==> src/rtl/stack_req_sequencer.sv <==
// stack_req_sequencer: valid/ready front-end issuing guarded single-cycle push/pop/peek commands to a stack.
// Optional STACK_SEQ_DEPTH_EN adds a shadow depth counter (depth_o) and a registered depth_mismatch_o flag.
module stack_req_sequencer #(
    parameter int DATAWIDTH = 8,
    parameter int ADDRWIDTH = 10
) (
    input  logic                 Clk,
    input  logic                 Rst,
    input  logic                 req_valid_i,
    output logic                 req_ready_o,
    input  logic [1:0]           req_op_i,
    input  logic [DATAWIDTH-1:0] req_data_i,
    output logic                 resp_valid_o,
    input  logic                 resp_ready_i,
    output logic [DATAWIDTH-1:0] resp_data_o,
    output logic                 resp_err_o,
    output logic                 stk_pushpop_o,
    output logic                 stk_en_o,
    output logic [DATAWIDTH-1:0] stk_data_o,
    input  logic [DATAWIDTH-1:0] stk_data_i,
`ifdef STACK_SEQ_DEPTH_EN
    output logic [ADDRWIDTH:0]   depth_o,
    output logic                 depth_mismatch_o,
`endif
    input  logic                 stk_empty_i,
    input  logic                 stk_full_i
);
    typedef enum logic [1:0] {IDLE, ISSUE, RESP} state_t;
    state_t state, next;
    logic [1:0] op_q;
    logic [DATAWIDTH-1:0] data_q;
    logic empty, full, ok, is_push, is_pop;

    assign is_push = op_q == 2'b00;
    assign is_pop = op_q == 2'b01;
    assign ok = is_push ? !full : (op_q != 2'b11) && !empty;
    assign stk_data_o = data_q;

`ifdef STACK_SEQ_DEPTH_EN
    assign empty = depth_o == '0;
    assign full = depth_o == {1'b0, {ADDRWIDTH{1'b1}}};
    always_ff @(posedge Clk or posedge Rst)
        if (Rst) begin
            depth_o <= '0;
            depth_mismatch_o <= 1'b0;
        end else begin
            depth_mismatch_o <= (depth_o == '0) != stk_empty_i;
            if (stk_en_o) depth_o <= stk_pushpop_o ? depth_o - 1'b1 : depth_o + 1'b1;
        end
`else
    assign empty = stk_empty_i;
    assign full = stk_full_i;
`endif

    always_ff @(posedge Clk or posedge Rst)
        if (Rst) state <= IDLE;
        else state <= next;

    always_comb begin
        next = state;
        req_ready_o = 1'b0;
        resp_valid_o = 1'b0;
        stk_en_o = 1'b0;
        stk_pushpop_o = 1'b0;
        case (state)
            IDLE: begin
                req_ready_o = !Rst;
                next = req_valid_i ? ISSUE : IDLE;
            end
            ISSUE: begin
                stk_en_o = ok && (is_push || is_pop);
                stk_pushpop_o = is_pop;
                next = RESP;
            end
            RESP: begin
                resp_valid_o = 1'b1;
                next = resp_ready_i ? IDLE : RESP;
            end
            default: next = IDLE;
        endcase
    end

    // stk_data_i is the top element before this cycle's pop takes effect
    always_ff @(posedge Clk or posedge Rst)
        if (Rst) begin
            op_q <= 2'b00;
            data_q <= '0;
            resp_data_o <= '0;
            resp_err_o <= 1'b0;
        end else begin
            if (state == IDLE && req_valid_i) begin
                op_q <= req_op_i;
                if (req_op_i == 2'b00) data_q <= req_data_i;
            end
            if (state == ISSUE) begin
                resp_data_o <= (ok && !is_push) ? stk_data_i : '0;
                resp_err_o <= !ok;
            end else if (state == RESP && resp_ready_i) begin
                resp_data_o <= '0;
                resp_err_o <= 1'b0;
            end
        end
endmodule
==> config.mk <==
export PLATFORM = sky130hd
export DESIGN_NAME = stack_req_sequencer
export DESIGN_NICKNAME = d
export VERILOG_FILES = /design/src/rtl/stack_req_sequencer.sv
export SDC_FILE = /design/constraint.sdc
export NUM_CORES = 1
export LEC_CHECK = 0
export CAP_MARGIN = 25
export CORE_MARGIN = 2
export CORE_UTILIZATION = 41
export DETAILED_ROUTE_END_ITERATION = 16
export HOLD_SLACK_MARGIN = 0.1
export PLACE_DENSITY = 0.93
export SLEW_MARGIN = 20
export SYNTH_ARGS = -nofsm -noshare
export SYNTH_HDL_FRONTEND = slang
export SYNTH_SLANG_ARGS = --single-unit
export TNS_END_PERCENT = 5
==> constraint.sdc <==
create_clock -name Clk -period 2.6 [get_ports Clk]
set_input_delay 0.26 -clock Clk [delete_from_list [all_inputs] [get_ports Clk]]
set_output_delay 0.26 -clock Clk [all_outputs]
set_load 0.01 [all_outputs]
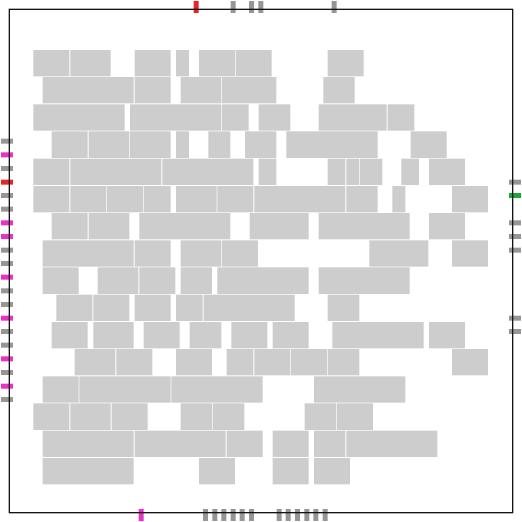
io_placement.png
(10 px per µm) Pins as bars across the die edge, other pins in gray.
Rst -> green  # pins 1, direction input, edge right
req_op_i -> red  # pins 2, direction input, edge 1 left, 1 top
stk_data_o -> magenta  # pins 8, direction output, edge 7 left, 1 bottom
die width: 50.2 µm
port bufs: 44
Die H: 50.2 µm

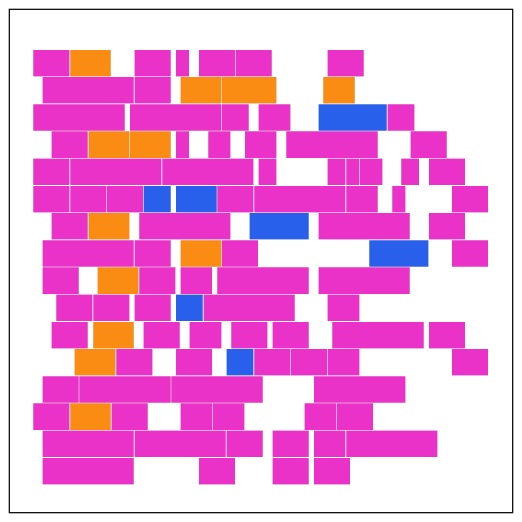
sizes.png
(10 px per µm)
_0 and _1 cells -> magenta  # cells 87, share 82%, most used clkdlybuf4s50_1
_2 cells -> orange  # cells 12, share 11%, most used mux2_2
_3 and _4 cells -> blue  # cells 7, share 6.6%, most used clkbuf_4
cell area after layout: 0.00138 mm²
Area Growth Syn to Fin: 57.2%
bufs w/o clock: 44

==> results_dict.tcl <==
# metrics dict for downstream scripts
set metrics [dict create \
    path_clk_slew_ns 0.11 \
    min_period_over_period 0.890 \
    p_total_mw 1.45 \
    wl_met2_um 889 \
    cts_root_buf "clkbuf_4" \
    lay_top_count "clkdlybuf4s50_1" \
    worstPathArrival_ns 2.05 \
    ys_seq_share 0.601 \
    sh_seq_area 0.382 \
    fin_skew_ns 0.00191 \
    viasPerCell 4.94 \
    die-area_mm2 0.00252 \
    status "finished clean" \
    leakagePower_nw 0.575 \
    ff_count 21 \
    ys_cells 58 \
    grtUsageTotal 0.162 \
    fp_util 0.441 \
    rr_worst_depth 3 \
    power_frac_comb 0.487 \
    ys_sh_aoi 0.132 \
    synth-seq-cells 21 \
    grt_first_pass_wirelength_um 3060 \
    slowest_stage "clkdlybuf4s50_1" \
    ys_sh_simple 0.120 \
    ctsHtreeMaxLevel 1 \
    top_usage_layer "met2" \
    clkPwrFrac 0.104 \
    synth_cells 58 \
    yosys.area.top_type "dfrtp_1" \
    min_period_ns 2.31 \
    first_global_vias 699 \
    cts_sinks 21 \
    tool_warnings 26 \
    top_cell "dfrtp_1" \
    seqCellArea_um2 526 \
    ys_async_sr_fraction 1.00 \
    adder_share 0 \
    drive_gt1_frac 0.179 \
    drc 0 \
    whs_ns 0.423 \
    wl_met3_um 136 \
]
